**src/rtl/led_scan_pkg.sv**
```systemverilog
// Shared types and helpers for the multi-panel LED column scanner.
package led_scan_pkg;

    typedef enum logic [1:0] {
        S_IDLE  = 2'd0,
        S_BLANK = 2'd1,
        S_DRIVE = 2'd2
    } scan_state_t;

    // Row bus "all LEDs off" pattern; sliced down to the actual row width.
    localparam int ROW_MAX_W = 64;
    localparam logic [ROW_MAX_W-1:0] ROW_OFF = '1;

    // Flat column index into the one-hot enable vector / frame store.
    function automatic int unsigned col_index(input int unsigned panel,
                                              input int unsigned col,
                                              input int unsigned cols);
        return panel * cols + col;
    endfunction

endpackage

```
**src/rtl/led_frame_buffer.sv**
```systemverilog
// Double-buffered column store: writes go to the back buffer, reads come
// from the front buffer, and a swap flips which physical array is front.
module led_frame_buffer
    import led_scan_pkg::*;
#(
    parameter int NUM_PANELS = 2,
    parameter int COLS       = 8,
    parameter int ROWS       = 8,
    localparam int PW        = (NUM_PANELS > 1) ? $clog2(NUM_PANELS) : 1,
    localparam int CLW       = (COLS > 1) ? $clog2(COLS) : 1
) (
    input  logic            clk,
    input  logic            reset,
    input  logic            wr_en_i,
    input  logic [PW-1:0]   wr_panel_i,
    input  logic [CLW-1:0]  wr_col_i,
    input  logic [ROWS-1:0] wr_data_i,
    input  logic            swap_i,
    input  logic [PW-1:0]   rd_panel_i,
    input  logic [CLW-1:0]  rd_col_i,
    output logic [ROWS-1:0] rd_data_o
);

    localparam int NCELLS = NUM_PANELS * COLS;
    localparam int IW     = (NCELLS > 1) ? $clog2(NCELLS) : 1;
    localparam logic [ROWS-1:0] OFF = ROW_OFF[ROWS-1:0];

    logic [ROWS-1:0] mem_q [2][NCELLS];
    logic            front_q;
    logic            wr_ok;
    logic [IW-1:0]   wr_idx;
    logic [IW-1:0]   rd_idx;

    // Indices beyond the panel/column count are dropped rather than aliased.
    assign wr_ok  = (32'(wr_panel_i) < 32'(NUM_PANELS)) && (32'(wr_col_i) < 32'(COLS));
    assign wr_idx = IW'(col_index(32'(wr_panel_i), 32'(wr_col_i), COLS));
    assign rd_idx = IW'(col_index(32'(rd_panel_i), 32'(rd_col_i), COLS));

    assign rd_data_o = mem_q[front_q][rd_idx];

    // Front-select bit; the swap is the only thing that moves it.
    always_ff @(posedge clk) begin
        if (!reset) begin
            front_q <= 1'b0;
        end else if (swap_i) begin
            front_q <= ~front_q;
        end
    end

    // Storage: reset blanks both buffers; writes use the pre-swap back side,
    // so a write on the swap edge ends up in the new front buffer.
    always_ff @(posedge clk) begin
        if (!reset) begin
            for (int i = 0; i < NCELLS; i++) begin
                mem_q[0][IW'(i)] <= OFF;
                mem_q[1][IW'(i)] <= OFF;
            end
        end else if (wr_en_i && wr_ok) begin
            mem_q[~front_q][wr_idx] <= wr_data_i;
        end
    end

endmodule

```
**src/rtl/led_scan_ctrl.sv**
```systemverilog
// Column scanner for NUM_PANELS LED matrices sharing one active-low row bus,
// with dwell/blank timing and frame-synchronous buffer swap.
module led_scan_ctrl
    import led_scan_pkg::*;
#(
    parameter int NUM_PANELS   = 2,
    parameter int COLS         = 8,
    parameter int ROWS         = 8,
    parameter int DWELL_CYCLES = 16384,
    parameter int BLANK_CYCLES = 4,
    localparam int PW          = (NUM_PANELS > 1) ? $clog2(NUM_PANELS) : 1,
    localparam int CLW         = (COLS > 1) ? $clog2(COLS) : 1,
    localparam int NCOL        = NUM_PANELS * COLS
) (
    input  logic            clk,
    input  logic            reset,
    input  logic            enable,
    input  logic            wr_en,
    input  logic [PW-1:0]   wr_panel,
    input  logic [CLW-1:0]  wr_col,
    input  logic [ROWS-1:0] wr_data,
    input  logic            swap_req,
    output logic            swap_ack,
    output logic            frame_done,
    output logic [ROWS-1:0] row,
    output logic [NCOL-1:0] col_en
);

    localparam int CNT_MAX = (DWELL_CYCLES > BLANK_CYCLES) ? DWELL_CYCLES : BLANK_CYCLES;
    localparam int CNTW    = $clog2(CNT_MAX + 1);
    localparam logic [CNTW-1:0] DWELL_LAST = CNTW'(DWELL_CYCLES - 1);
    localparam logic [CNTW-1:0] BLANK_LAST = CNTW'((BLANK_CYCLES > 0) ? BLANK_CYCLES - 1 : 0);
    localparam logic [PW-1:0]   LAST_PANEL = PW'(NUM_PANELS - 1);
    localparam logic [CLW-1:0]  LAST_COL   = CLW'(COLS - 1);
    // With blanking disabled, columns run back to back.
    localparam scan_state_t     AFTER_COL  = (BLANK_CYCLES > 0) ? S_BLANK : S_DRIVE;

    scan_state_t     state_q, state_d;
    logic [PW-1:0]   panel_q, panel_d;
    logic [CLW-1:0]  col_q, col_d;
    logic [CNTW-1:0] cnt_q, cnt_d;
    logic            pending_q, pending_d;
    logic            ack_q;
    logic            commit;
    logic [ROWS-1:0] front_row;

    // Last dwell cycle of the last column; an aborted scan never reports it.
    assign frame_done = enable && (state_q == S_DRIVE) && (panel_q == LAST_PANEL)
                        && (col_q == LAST_COL) && (cnt_q == DWELL_LAST);

    // A pending swap lands at the frame boundary, or immediately while idle.
    assign commit   = pending_q && (frame_done || (state_q == S_IDLE));
    assign swap_ack = ack_q;

    assign row    = (state_q == S_DRIVE) ? front_row : ROW_OFF[ROWS-1:0];
    assign col_en = (state_q == S_DRIVE)
                    ? (NCOL'(1) << col_index(32'(panel_q), 32'(col_q), COLS))
                    : '0;

    led_frame_buffer #(
        .NUM_PANELS (NUM_PANELS),
        .COLS       (COLS),
        .ROWS       (ROWS)
    ) u_fb (
        .clk        (clk),
        .reset      (reset),
        .wr_en_i    (wr_en),
        .wr_panel_i (wr_panel),
        .wr_col_i   (wr_col),
        .wr_data_i  (wr_data),
        .swap_i     (commit),
        .rd_panel_i (panel_q),
        .rd_col_i   (col_q),
        .rd_data_o  (front_row)
    );

    // Scan state, position, dwell/blank counter and swap bookkeeping.
    always_ff @(posedge clk) begin
        if (!reset) begin
            state_q   <= S_IDLE;
            panel_q   <= '0;
            col_q     <= '0;
            cnt_q     <= '0;
            pending_q <= 1'b0;
            ack_q     <= 1'b0;
        end else begin
            state_q   <= state_d;
            panel_q   <= panel_d;
            col_q     <= col_d;
            cnt_q     <= cnt_d;
            pending_q <= pending_d;
            ack_q     <= commit;
        end
    end

    // Next-state: blank/drive sequencing and column/panel advance.
    always_comb begin
        state_d   = state_q;
        panel_d   = panel_q;
        col_d     = col_q;
        cnt_d     = cnt_q + 1'b1;
        // A request arriving on the commit edge is absorbed by that commit.
        pending_d = commit ? 1'b0 : (pending_q | swap_req);

        if (!enable) begin
            state_d = S_IDLE;
            panel_d = '0;
            col_d   = '0;
            cnt_d   = '0;
        end else begin
            case (state_q)
                S_IDLE: begin
                    state_d = AFTER_COL;
                    panel_d = '0;
                    col_d   = '0;
                    cnt_d   = '0;
                end
                S_BLANK: begin
                    if (cnt_q == BLANK_LAST) begin
                        state_d = S_DRIVE;
                        cnt_d   = '0;
                    end
                end
                S_DRIVE: begin
                    if (cnt_q == DWELL_LAST) begin
                        state_d = AFTER_COL;
                        cnt_d   = '0;
                        if (col_q == LAST_COL) begin
                            col_d   = '0;
                            panel_d = (panel_q == LAST_PANEL) ? '0 : panel_q + 1'b1;
                        end else begin
                            col_d = col_q + 1'b1;
                        end
                    end
                end
                default: begin
                    state_d = S_IDLE;
                    panel_d = '0;
                    col_d   = '0;
                    cnt_d   = '0;
                end
            endcase
        end
    end

endmodule

```
**config.mk**
```make
export PLATFORM = sky130hd
export DESIGN_NAME = led_scan_ctrl
export DESIGN_NICKNAME = d
export VERILOG_FILES = /design/src/rtl/led_scan_pkg.sv /design/src/rtl/led_frame_buffer.sv /design/src/rtl/led_scan_ctrl.sv
export SDC_FILE = /design/constraint.sdc
export NUM_CORES = 1
export LEC_CHECK = 0
export CAP_MARGIN = 20
export CORE_MARGIN = 2
export CORE_UTILIZATION = 40
export CTS_CLUSTER_DIAMETER = 100
export DETAILED_ROUTE_END_ITERATION = 16
export PLACE_DENSITY = 0.6
export RECOVER_POWER = 100
export SLEW_MARGIN = 10
export SYNTH_ARGS = -nofsm -noshare
export SYNTH_HDL_FRONTEND = slang
export SYNTH_SLANG_ARGS = --single-unit
```
**constraint.sdc**
```tcl
create_clock -name clk -period 6 [get_ports clk]
set_clock_uncertainty 0.15 [all_clocks]
set_input_delay 0.6 -clock clk [delete_from_list [all_inputs] [get_ports clk]]
set_output_delay 0.6 -clock clk [all_outputs]
set_load 0.005 [all_outputs]
```
==> images/final_clocks.png <==
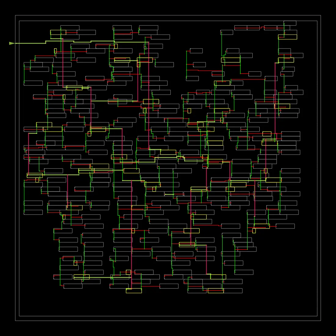
Flops: 281
CTS Sinks: 281
final-layout clock buffer total: 37
Insertion Delay late pin: 0.55 ns

==> images/pdn.png <==
(2 px per um) Pins as bars on the die edge.
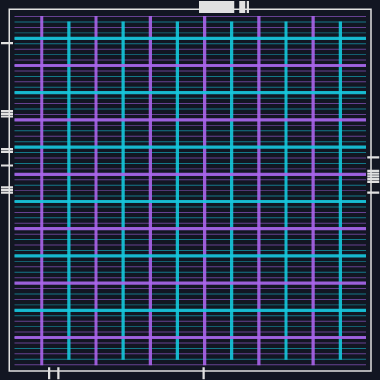
| color | net |
|---|---|
| purple | VSS |
| cyan | VDD |
met5 straps: 12
met4 straps: 12
met1 rails: 65
signal pins: 43
die height: 180.1 um
die x size: 180.1 um

==> summary.txt <==
run metrics: status finished, violations left, failing checks capacitance limit, slew limit, clock transition at the registers of the reported paths ~0.060 ns, post-CTS sizing 0, Logic area 3889 um2, placeable core area 30590 um2, Worst path max stage delay about 1.3 ns, crit path max fanout 51, unrepaired setup endpoints after global routing no, cts bufs inserted 31, post-cts hold-fix buffer tally 0, final setup fails 0, CP arrival ~4.3 ns, Mean Syn Cell Area about 14 um2, Register Area about 8200 um2, Top-area cell share 61.99%, top_reg_cell synth edfxtp_1, synth top area cells edfxtp_1 (62%), mux2i_1 (10%), dfxtp_1 (4.0%), slew of the pin with the lowest slew margin 1.780 ns, largest net degree at the start of global routing 52, Max Freq about 200 MHz, antenna-violating nets left 0, setup tns final 0 ns, crit path capture type primary output, static leakage around 4.2 nW, final worst path period need roughly 5.0 ns, GPL Wtd Cong 0.7541, max-cap violations 7, max-slew violations between 200 and 250, Crit path buffers/inverters 2, First-pass DRT Iterations 5, first-pass GRT wire length about 45000 um, # Cells Yosys slightly below 900, Tool Warnings 33, grt total ovfl 0, Post-synth EDFFs about 260, Syn Inst Count approximately 900, DR vias 7374, grt peak-use layer met2, peak supply drop 0.0002589 V, H-tree depth 1, Critical Path Slowest Stage Cell dfxtp_2, chip area approximately 32000 um2, vias in the first global route between 7k and 8k, Total Wirelength 29620 um, # Post-CTS Setup Buffers 0, Total GRT Usage 18.12%, row count 64, count of cell types in the netlist 46, io pins approximately 43, Port-buffer cells around 42, TritonCTS clock tree built, met2 Use GR between 20 and 30%
==> images/clock_map.png <==
(1.5 px per um)
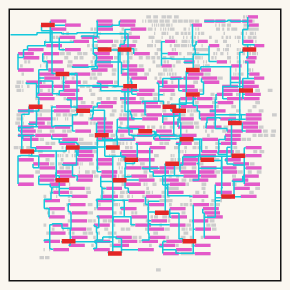
[magenta] flip-flops | count: 281
[red] cells driving clock nets | count: 31
[cyan] clock wires | length: 3390 um
flops lie: widely spread
P_clk: 2.01 mW
clock network power share: 46.2%

[state kept, by name (all words and copies together) (netlist names), named ones only]
signal	count
u_fb.mem_q	256
u_fb.front_q	1
state_q	2
panel_q	1
swap_ack	1
pending_q	1
col_q	3
cnt_q	15
[final cells by class]
type / instances / share of cell area (%)
Tap cell: 396 / 3.473
Clock buffer: 37 / 6.332
Timing Repair Buffer: 64 / 3.797
Sequential cell: 281 / 57.40
Multi-Input combinational cell: 540 / 27.26
Inverter: 11 / 0.2894
Clock inverter: 21 / 1.456
[kinds of logic after synthesis]
logic type	synth area share, %
flops	66.02
simple gates	12.33
mux	10.49
compound gates	6.749
buf+inv	2.452
xor+xnor	0.8475
fa+ha+maj	1.110
[worst reg2reg max path: cells and delay by family (launching register included)]
kind,cells,cell delay (ns)
flip-flops,1,0.35
adder cells (fa/ha/maj),1,0.23
AND-OR/OR-AND,2,0.51
AND/OR/NAND/NOR,3,1.83
[cells in the mapped netlist (3+ instances only)]
library cell and number:
o21ai_0 14, or3_1 34, buf_4 9, edfxtp_1 256, inv_1 11, a221oi_1 32, ha_1 11, o22ai_1 16
buf_2 6, nand2_1 39, nand3_1 10, nor3_1 6, xor2_1 7, nor2_1 59, and3_1 3, nand3b_1 3
a22o_1 32, xnor2_1 5, clkbuf_1 41, mux2i_1 130, or2b_1 4, a21oi_1 7, nand2b_1 24, dfxtp_1 25
nor4_1 4, or2_2 74
[metal layers]
layer / vias to the layer above / part of all wire, % / wire (um)
li1: 3445 / - / -
met1: 3674 / 45 / 13230
met2: 203 / 47 / 14020
met3: 52 / 5.6 / 1659
met4: 0 / 2.4 / 718
met5: - / 0 / 0
[power by group]
group	switching [mW]	internal [mW]
registers	0.0173	2.15
clock network	0.772	1.24
logic	0.114	0.0624
total	0.903	3.45
[cells in the final DEF (no fill, tap or decap), types with 24 or more instances in the layout]
cell,count
nand2_1,39
mux2i_1,130
nor2_1,57
dlygate4sd3_1,33
edfxtp_1,256
or3_1,34
a221oi_1,32
or2_2,73
a22o_1,32
dfxtp_1,24
nand2b_1,24
clkbuf_16,35
[final timing paths]
check / startpoint / end / slack [ns] / cells past startpoint
worst max-delay path: flip-flop / row[5] / 0.96 / 7
worst min-delay path: cnt_q[0] / cnt_q[0] / 0.29 / 1
worst max register to register: cnt_q[0] / u_fb.front_q / 2.88 / 6
worst min register to register: cnt_q[0] / cnt_q[0] / 0.29 / 1
[metrics by stage]
step | instances | worst slack [ns] | util [%] | hold slack, ns | power (mW)
detailed placement | 1292 | 2.054 | 43.31 | 0.2887 | 2.387
finish | 1350 | 0.9611 | 46.64 | 0.2948 | 4.353
CTS | 1350 | 1.474 | 46.94 | 0.3009 | 4.387
global route | 1350 | 0.7592 | 46.64 | 0.3211 | 4.469
floorplan | 889 | 3.599 | - | 0.2675 | 2.308
global placement | 1291 | 2.054 | 43.29 | 0.2801 | 2.384
Power and IR drop assume default switching activity.
